$ cat config.mk
export PLATFORM = sky130hd
export DESIGN_NAME = prog_loader_flat
export DESIGN_NICKNAME = d
export VERILOG_FILES = /design/src/rtl/prog_loader_pkg.sv /design/src/rtl/prog_loader_if.sv /design/src/rtl/prog_loader_word_asm.sv /design/src/rtl/prog_loader.sv /design/src/flat_wrapper.sv
export SDC_FILE = /design/constraint.sdc
export NUM_CORES = 1
export LEC_CHECK = 0
export CORE_UTILIZATION = 53
export DETAILED_ROUTE_END_ITERATION = 10
export GPL_ROUTABILITY_DRIVEN = 0
export PLACE_DENSITY = 0.88
export SLEW_MARGIN = 0
export SYNTH_ARGS = -nofsm -noshare
export SYNTH_HDL_FRONTEND = slang
export SYNTH_HIERARCHICAL = 1
export SYNTH_SLANG_ARGS = --single-unit
$ cat constraint.sdc
create_clock -name clk -period 3.8 [get_ports clk]
set_clock_uncertainty 0.15 [all_clocks]
set_input_delay 0.76 -clock clk [delete_from_list [all_inputs] [get_ports clk]]
set_output_delay 0.76 -clock clk [all_outputs]
set_load 0.01 [all_outputs]
$ cat src/rtl/prog_loader_pkg.sv
// Shared types and constants for the program loader slice.
package loader_pkg;

  localparam int BYTES_PER_WORD = 4;
  localparam int WORD_W         = 32;

  typedef enum logic [2:0] {
    IDLE  = 3'd0,
    RECV  = 3'd1,
    WRITE = 3'd2,
    CHECK = 3'd3,
    DONE  = 3'd4
  } loader_state_t;

  // Running modulo-256 sum over every data byte of a load.
  function automatic logic [7:0] checksumAdd(input logic [7:0] sum, input logic [7:0] b);
    return sum + b;
  endfunction

endpackage

$ cat src/rtl/prog_loader_if.sv
// Byte stream in, memory write port out; master is the loader side.
interface prog_loader_if #(
  parameter int ADDR_W = 32
);

  logic                         in_valid;
  logic [7:0]                   in_data;
  logic                         in_ready;
  logic [ADDR_W-1:0]            mem_waddress;
  logic [loader_pkg::WORD_W-1:0] mem_datain;
  logic                         mem_wr;

  modport master (
    input  in_valid, in_data,
    output in_ready, mem_waddress, mem_datain, mem_wr
  );

  modport slave (
    output in_valid, in_data,
    input  in_ready, mem_waddress, mem_datain, mem_wr
  );

endinterface

$ cat src/rtl/prog_loader_word_asm.sv
// Little-endian byte-to-word assembler; the running checksum exists only
// when LOADER_CHECKSUM_EN is defined.
module loader_word_asm
  import loader_pkg::*;
(
  input  logic              clk,
  input  logic              nrst,
  input  logic              clear,
  input  logic              take,
  input  logic [7:0]        inData,
  output logic              wordFull,
  output logic [WORD_W-1:0] word
`ifdef LOADER_CHECKSUM_EN
  ,
  output logic [7:0]        checksum
`endif
);

  localparam int LANE_W = $clog2(BYTES_PER_WORD);
  localparam logic [LANE_W-1:0] LAST_LANE = LANE_W'(BYTES_PER_WORD - 1);

  logic [LANE_W-1:0] byteCnt;

  // High while the next accepted byte completes the word.
  assign wordFull = (byteCnt == LAST_LANE);

  // Lane shift register and byte counter.
  always_ff @(posedge clk or negedge nrst) begin
    if (!nrst) begin
      byteCnt <= {LANE_W{1'b0}};
      word    <= {WORD_W{1'b0}};
    end else if (clear) begin
      byteCnt <= {LANE_W{1'b0}};
      word    <= {WORD_W{1'b0}};
    end else if (take) begin
      word[{byteCnt, 3'b000} +: 8] <= inData;
      byteCnt                      <= byteCnt + 1'b1;
    end
  end

`ifdef LOADER_CHECKSUM_EN
  // Running checksum over all data bytes of the current load.
  always_ff @(posedge clk or negedge nrst) begin
    if (!nrst) begin
      checksum <= 8'd0;
    end else if (clear) begin
      checksum <= 8'd0;
    end else if (take) begin
      checksum <= checksumAdd(checksum, inData);
    end
  end
`endif

endmodule

$ cat src/rtl/prog_loader.sv
// Loads a byte stream into memory as little-endian words and holds the core in
// reset until the load succeeds. LOADER_CHECKSUM_EN adds a trailing checksum byte.
module prog_loader
  import loader_pkg::*;
#(
  parameter int                ADDR_W    = 32,
  parameter logic [ADDR_W-1:0] BASE_ADDR = '0,
  parameter int unsigned       MAX_WORDS = 1024
) (
  input  logic          clk,
  input  logic          nrst,
  input  logic          start,
  input  logic [15:0]   len_words,
  prog_loader_if.master bus,
  output logic          core_rst,
  output logic          busy,
  output logic          done,
  output logic          err
);

  loader_state_t     state, nextState;
  logic [15:0]       lenR, lenNext, wordCnt, wordCntNext;
  logic [ADDR_W-1:0] addr, addrNext;
  logic              errR, errNext, coreRstR, coreRstNext;
  logic              inReadyR, memWrR, busyR, doneR;
  logic              xfer, takeData, clearAsm, wordFull, lenTooBig;
  logic [WORD_W-1:0] word;
`ifdef LOADER_CHECKSUM_EN
  logic [7:0]        checksum;
`endif

  assign xfer      = bus.in_valid && inReadyR;
  assign lenTooBig = ({16'd0, len_words} > MAX_WORDS);

  loader_word_asm uAsm (
    .clk      (clk),
    .nrst     (nrst),
    .clear    (clearAsm),
    .take     (takeData),
    .inData   (bus.in_data),
    .wordFull (wordFull),
    .word     (word)
`ifdef LOADER_CHECKSUM_EN
    ,
    .checksum (checksum)
`endif
  );

  // Next-state and datapath control.
  always_comb begin
    nextState   = state;
    lenNext     = lenR;
    wordCntNext = wordCnt;
    addrNext    = addr;
    errNext     = errR;
    coreRstNext = coreRstR;
    clearAsm    = 1'b0;
    takeData    = 1'b0;
    case (state)
      IDLE: begin
        if (start) begin
          errNext     = 1'b0;
          lenNext     = len_words;
          addrNext    = BASE_ADDR;
          wordCntNext = 16'd0;
          clearAsm    = 1'b1;
          coreRstNext = 1'b1;
          if (len_words == 16'd0) begin
            nextState   = DONE;
            coreRstNext = 1'b0;
          end else if (lenTooBig) begin
            errNext   = 1'b1;
            nextState = DONE;
          end else begin
            nextState = RECV;
          end
        end else begin
          nextState = IDLE;
        end
      end
      RECV: begin
        if (xfer) begin
          takeData  = 1'b1;
          nextState = wordFull ? WRITE : RECV;
        end else begin
          nextState = RECV;
        end
      end
      WRITE: begin
        addrNext    = addr + ADDR_W'(32'd4);
        wordCntNext = wordCnt + 16'd1;
        if (wordCntNext == lenR) begin
`ifdef LOADER_CHECKSUM_EN
          nextState   = CHECK;
`else
          nextState   = DONE;
          coreRstNext = errR;
`endif
        end else begin
          nextState = RECV;
        end
      end
      CHECK: begin
`ifdef LOADER_CHECKSUM_EN
        if (xfer) begin
          errNext     = (bus.in_data != checksum) ? 1'b1 : errR;
          coreRstNext = errNext;
          nextState   = DONE;
        end else begin
          nextState = CHECK;
        end
`else
        nextState = IDLE;
`endif
      end
      DONE:    nextState = IDLE;
      default: nextState = IDLE;
    endcase
  end

  // State, counters and output registers; outputs decode the next state so
  // they line up with the state they describe.
  always_ff @(posedge clk or negedge nrst) begin
    if (!nrst) begin
      state    <= IDLE;
      lenR     <= 16'd0;
      wordCnt  <= 16'd0;
      addr     <= BASE_ADDR;
      errR     <= 1'b0;
      coreRstR <= 1'b1;
      inReadyR <= 1'b0;
      memWrR   <= 1'b0;
      busyR    <= 1'b0;
      doneR    <= 1'b0;
    end else begin
      state    <= nextState;
      lenR     <= lenNext;
      wordCnt  <= wordCntNext;
      addr     <= addrNext;
      errR     <= errNext;
      coreRstR <= coreRstNext;
      inReadyR <= (nextState == RECV) || (nextState == CHECK);
      memWrR   <= (nextState == WRITE);
      busyR    <= (nextState != IDLE);
      doneR    <= (nextState == DONE);
    end
  end

  assign bus.in_ready     = inReadyR;
  assign bus.mem_waddress = addr;
  assign bus.mem_datain   = word;
  assign bus.mem_wr       = memWrR;
  assign core_rst         = coreRstR;
  assign busy             = busyR;
  assign done             = doneR;
  assign err              = errR;

endmodule

$ cat src/flat_wrapper.sv
// flat-port wrapper written by rule: the top's interface ports become plain ports
module prog_loader_flat import loader_pkg::*;
#(
  parameter int                ADDR_W    = 32,
  parameter logic [ADDR_W-1:0] BASE_ADDR = '0,
  parameter int unsigned       MAX_WORDS = 1024
)
  (clk, nrst, start, len_words, core_rst, busy, done, err, bus_in_valid, bus_in_data, bus_in_ready, bus_mem_waddress, bus_mem_datain, bus_mem_wr);
  prog_loader_if #(.ADDR_W(ADDR_W)) bus_i ();
  input  logic clk;
  input  logic nrst;
  input  logic start;
  input  logic [15:0] len_words;
  output logic core_rst;
  output logic busy;
  output logic done;
  output logic err;
  input wire logic [$bits(bus_i.in_valid)-1:0] bus_in_valid;
  input wire logic [$bits(bus_i.in_data)-1:0] bus_in_data;
  output wire logic [$bits(bus_i.in_ready)-1:0] bus_in_ready;
  output wire logic [$bits(bus_i.mem_waddress)-1:0] bus_mem_waddress;
  output wire logic [$bits(bus_i.mem_datain)-1:0] bus_mem_datain;
  output wire logic [$bits(bus_i.mem_wr)-1:0] bus_mem_wr;
  assign bus_i.in_valid = bus_in_valid;
  assign bus_i.in_data = bus_in_data;
  assign bus_in_ready = bus_i.in_ready;
  assign bus_mem_waddress = bus_i.mem_waddress;
  assign bus_mem_datain = bus_i.mem_datain;
  assign bus_mem_wr = bus_i.mem_wr;
  prog_loader #(.ADDR_W(ADDR_W), .BASE_ADDR(BASE_ADDR), .MAX_WORDS(MAX_WORDS)) u_core (.clk(clk), .nrst(nrst), .start(start), .len_words(len_words), .bus(bus_i), .core_rst(core_rst), .busy(busy), .done(done), .err(err));
endmodule
Fig. 1: run 1, clock distribution
Bar = 20 µm.
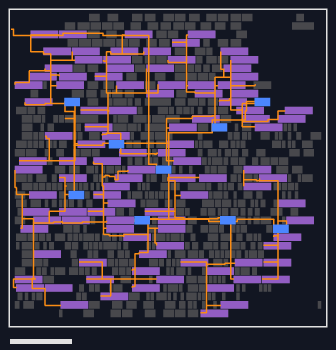
[blue] cells driving clock nets | count: 9
[orange] clock wires | length: 1180 µm
[purple] flip-flops | count: 105
flops lie	all over the die
routed clock nets	10
Clk network pwr share: 34.2%
clock latency at the later pin of the worst-skew pair: 380 ps

Fig. 2: run 1, cells colored by class
Bar = 20 µm.
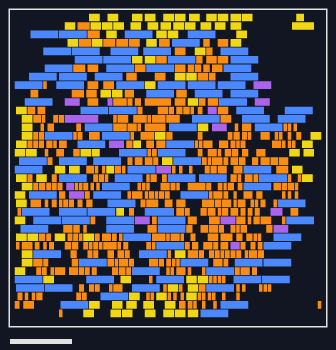
color	class	cells	share of their area
orange	all other logic	406	39%
blue	flip-flops	105	42%
purple	clock drivers and dummy loads	16	3.3%
yellow	other buffers and delay cells	100	16%
fraction of area in registers: 40.5%
fin util: 67.1%
count of standard-cell rows: 36
placeable core area: 0.00968 mm²
post-route cell area: 0.00650 mm²

Fig. 3: run 1, signal wires on met2
Cells faint in the background.
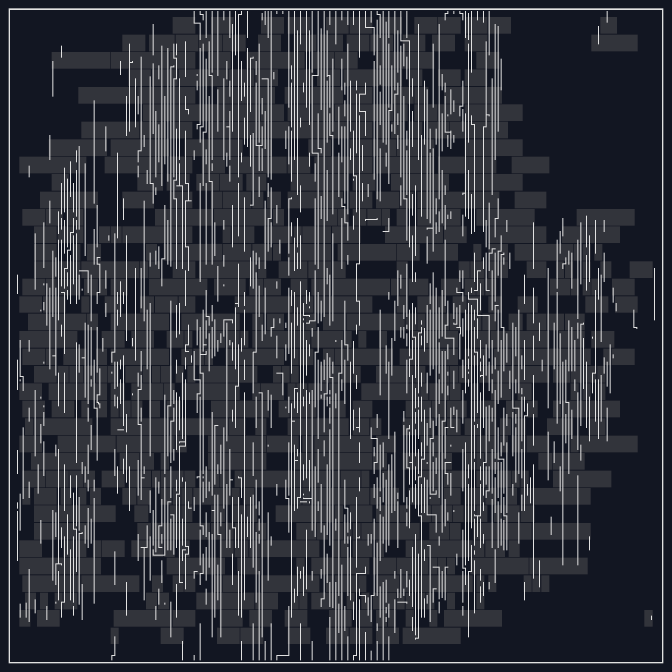
wire length on this layer	6420 µm
share of all routed wire	50%
main direction	vertical
Global Route met2 Usage: 43.1%
via count of the routed design: 4502

run 1: worst reg2reg max path: stages, from the launching register on:
cell                      delay, ps
sky130_fd_sc_hd__dfrtp_1        480
sky130_fd_sc_hd__ha_1           290
sky130_fd_sc_hd__nand3_1        230
sky130_fd_sc_hd__or4_1          670
sky130_fd_sc_hd__a211o_1        270
sky130_fd_sc_hd__nand3_1         80
sky130_fd_sc_hd__nand4_1        140
sky130_fd_sc_hd__or3_4          390
sky130_fd_sc_hd__mux2i_1        170
run 1: where the power goes:
part	internal [mW]	switching (mW)	leakage, nW
Combinational	0.0884	0.128	1.28
Sequential	1.15	0.0329	1.43
Clock	0.317	0.410	0.104
==> impl_table.tex, run 1 <==
% Table of physical implementation metrics
\begin{tabular}{lr}
\hline
Metric & Value \\
\hline
\multicolumn{2}{l}{\textbf{Detailed routing}} \\
\quad Starting DRC count in detailed routing & about 300 \\
\quad M1 WL & 5570 µm \\
\quad Met2 wirelength from detailed routing & approximately 6400 µm \\
\quad Avg Vias per Cell & about 5.9 \\
\quad Average detailed-routed wire length per instance & about 17 µm \\
\multicolumn{2}{l}{\textbf{Clock network}} \\
\quad Maximum buffer depth of the clock tree & 2 \\
\quad Number of setup buffers added after CTS & 0 \\
\quad CTS root buffer & sky130\_fd\_sc\_hd\_\_clkbuf\_8 \\
\quad CTS tree & built \\
\multicolumn{2}{l}{\textbf{Yosys}} \\
\quad Fraction of registers with async set/reset & 100\% \\
\quad Netlist area before placement & around 0.0053 mm² \\
\quad Cell type with the largest total area after synthesis & sky130\_fd\_sc\_hd\_\_dfrtp\_1 \\
\quad Synth cell types & between 50 and 60 \\
\quad Synth Area in XOR/XNOR & under 10\% \\
\quad Flip-flops with a built-in enable & 0 \\
\quad Ys Warns & 6 \\
\quad Dominant cell by count in the synthesized netlist & sky130\_fd\_sc\_hd\_\_dfrtp\_1 \\
\quad Synth Area per Inst & 9.72 µm² \\
\multicolumn{2}{l}{\textbf{Cells and area}} \\
\quad Number of inserted diodes & 0 \\
\quad Non-clk bufs & 100 \\
\quad Filler cells & 736 \\
\quad Biggest register & u\_core/uAsm/word \\
\quad Count of flip-flops and latches & between 100 and 150 \\
\quad Proportion of layout cells with a drive suffix above 1 & under 10\% \\
\quad Logic share of the area & 38.0\% \\
\quad Flip-flop and latch area & 0.00263 mm² \\
\quad Flip-flop count of the largest register, all copies and words added & 32 \\
\multicolumn{2}{l}{\textbf{Critical path}} \\
\quad Top delay family on crit path & simple AND/OR/NAND/NOR gates \\
\quad Critical register-to-register path endpoint & u\_core/core\_rst\$\_DFFE\_PN1P\_ \\
\quad End point of the critical path & u\_core/core\_rst\$\_DFFE\_PN1P\_ \\
\quad Setup slack of the worst register-to-register path & 850 ps \\
\quad Critical Path Source Type & flop \\
\quad Cell with the largest stage delay on the worst path & sky130\_fd\_sc\_hd\_\_or4\_1 \\
\quad CP cell instances & ha\_1, nand3\_1, or4\_1, a211o\_1, nand3\_1, nand4\_1, or3\_4, mux2i\_1 \\
\multicolumn{2}{l}{\textbf{Global route}} \\
\quad Vias in the first global route & between 4000 and 5000 \\
\quad Busiest layer in global routing & met2 \\
\quad GRT Total Usage & between 20\% and 30\% \\
\quad Initial antenna violation count & 0 \\
\quad Largest net degree at the start of global routing & between 100 and 150 \\
\multicolumn{2}{l}{\textbf{Placement}} \\
\quad Worst setup slack before clock tree synthesis & about 860 ps \\
\quad Number of port buffers & 95 \\
\multicolumn{2}{l}{\textbf{STA}} \\
\quad Fin Setup TNS & 0 ps \\
\quad Final setup violation count & 0 \\
\quad Post-layout period usage of the worst path & slightly below 80\% \\
\quad Time the final worst path needs with I/O delays and setup & 2950 ps \\
\multicolumn{2}{l}{\textbf{Pwr}} \\
\quad Peak supply drop & approximately 0.23 mV \\
\multicolumn{2}{l}{\textbf{Die}} \\
\quad Number of tap cells inserted & 133 \\
\quad Number of primary I/O pins & around 100 \\
\multicolumn{2}{l}{\textbf{Run status}} \\
\quad Run status & complete, no violations \\
\multicolumn{2}{l}{\textbf{Hold path}} \\
\quad Type of the tightest min-delay check & input pin to async pin \\
\hline
\end{tabular}
==> run 2: changes to the inputs <==
==> constraint.sdc (replaced) <==
create_clock -name clk -period 2.8 [get_ports clk]
set_clock_uncertainty 0.15 [all_clocks]
set_input_delay 0.56 -clock clk [delete_from_list [all_inputs] [get_ports clk]]
set_output_delay 0.56 -clock clk [all_outputs]
set_load 0.01 [all_outputs]
Fig. 4: run 2, cells colored by class
Bar = 20 µm.
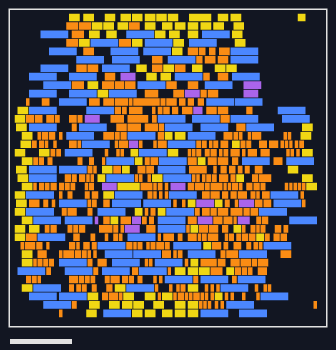
color	class	cells	share of their area
purple	clock drivers and dummy loads	16	3.1%
orange	all other logic	406	39%
yellow	other buffers and delay cells	117	18%
blue	flip-flops	105	41%
fraction of area in registers: 39.5%
fin util: 68.7%

==> run 2 against run 1 <==
Sequential cell count did not move. Sequential power grew 36%. Fmax increased by 6.8%.
==> impl_table.tex, run 2 <==
% Table of physical implementation metrics
\begin{tabular}{lr}
\hline
Metric & Value \\
\hline
\multicolumn{2}{l}{\textbf{Pwr}} \\
\quad Design internal power & 2.04 mW (+31\%) \\
\quad P\_comb & 0.310 mW (+43\%) \\
\quad Peak supply drop & 0.235 mV (+2.1\%) \\
\quad Clock net power & 0.925 mW (+27\%) \\
\quad Clk network pwr share & 32.6\% (-1.6 points) \\
\quad Power Sequential & 1.60 mW (+36\%) \\
\multicolumn{2}{l}{\textbf{Die}} \\
\quad Placeable core area & 0.00968 mm² (unchanged) \\
\quad Number of tap cells inserted & 133 (unchanged) \\
\multicolumn{2}{l}{\textbf{STA}} \\
\quad Post-layout period usage of the worst path & 98.7\% (+21 points) \\
\quad Final setup violation count & 0 (unchanged) \\
\multicolumn{2}{l}{\textbf{Critical path}} \\
\quad Top delay family on crit path & simple AND/OR/NAND/NOR gates \\
\quad CP cell instances & xnor2\_2, nand2\_1, or4\_1, o211a\_1, or4\_4, or3\_4, mux2i\_1 \\
\quad Critical Path Source Type & flop \\
\quad Setup slack of the worst register-to-register path & 40 ps (-810 ps) \\
\multicolumn{2}{l}{\textbf{Detailed routing}} \\
\quad Met2 wirelength from detailed routing & 6970 µm (+8.5\%) \\
\quad Starting DRC count in detailed routing & 358 (+21\%) \\
\quad M1 WL & 5660 µm (+1.6\%) \\
\quad Avg Vias per Cell & 6.08 (+2.7\%) \\
\quad Average detailed-routed wire length per instance & 17.8 µm (+4.5\%) \\
\multicolumn{2}{l}{\textbf{Global route}} \\
\quad Vias in the first global route & 4575 (+5.7\%) \\
\quad Initial antenna violation count & 0 (unchanged) \\
\quad Largest net degree at the start of global routing & 48 (-55\%) \\
\quad Busiest layer in global routing & met2 \\
\quad GRT Total Usage & 27.8\% (+1.3 points) \\
\quad Global Route met2 Usage & 46.5\% (+3.3 points) \\
\multicolumn{2}{l}{\textbf{Clock network}} \\
\quad Clock latency at the later pin of the worst-skew pair & 380 ps (about the same) \\
\quad CTS root buffer & sky130\_fd\_sc\_hd\_\_clkbuf\_8 \\
\quad Number of setup buffers added after CTS & 0 (unchanged) \\
\multicolumn{2}{l}{\textbf{Yosys}} \\
\quad Dominant cell by count in the synthesized netlist & sky130\_fd\_sc\_hd\_\_dfrtp\_1 \\
\quad Cell type with the largest total area after synthesis & sky130\_fd\_sc\_hd\_\_dfrtp\_1 \\
\quad Netlist area before placement & 0.00527 mm² (unchanged) \\
\quad Synth cell types & 55 (unchanged) \\
\quad Fraction of registers with async set/reset & 100\% (unchanged) \\
\quad Synth Area per Inst & 9.72 µm² (unchanged) \\
\quad Flip-flops with a built-in enable & 0 (unchanged) \\
\quad Synth Area in XOR/XNOR & 3.14\% (unchanged) \\
\multicolumn{2}{l}{\textbf{Cells and area}} \\
\quad Logic share of the area & 37.5\% (-0.51 points) \\
\quad Proportion of layout cells with a drive suffix above 1 & 9.16\% (+3.3 points) \\
\quad Post-route cell area & 0.00665 mm² (+2.3\%) \\
\quad Flip-flop count of the largest register, all copies and words added & 32 (unchanged) \\
\quad Non-clk bufs & 117 (+17\%) \\
\quad Flip-flop and latch area & 0.00263 mm² (unchanged) \\
\quad Biggest register & u\_core/uAsm/word \\
\multicolumn{2}{l}{\textbf{Placement}} \\
\quad Number of port buffers & 95 (unchanged) \\
\quad Worst setup slack before clock tree synthesis & 40.5 ps (-821 ps) \\
\multicolumn{2}{l}{\textbf{Run status}} \\
\quad Run status & complete, no violations \\
\hline
\end{tabular}
run 2: cell counts after synthesis:
No cell type changed its count.
run 2: final timing paths:
| check | from | cells after the start | end |
|---|---|---|---|
| max in group asynchronous | nrst | 2 | u_core/core_rst$_DFFE_PN1P_ |
| min in group clk | u_core/state[2]$_DFF_PN0_ | 1 | u_core/busy$_DFF_PN0_ |
| max | u_core/lenR[10]$_DFFE_PN0P_ | 7 | u_core/core_rst$_DFFE_PN1P_ |
| min reg2reg | u_core/state[2]$_DFF_PN0_ | 1 | u_core/busy$_DFF_PN0_ |
| max reg2reg | u_core/lenR[10]$_DFFE_PN0P_ | 7 | u_core/core_rst$_DFFE_PN1P_ |
| min | nrst | 1 | u_core/uAsm/word[6]$_DFFE_PN0P_ |
No activity file was given, so power comes from the tool's default toggle rates.
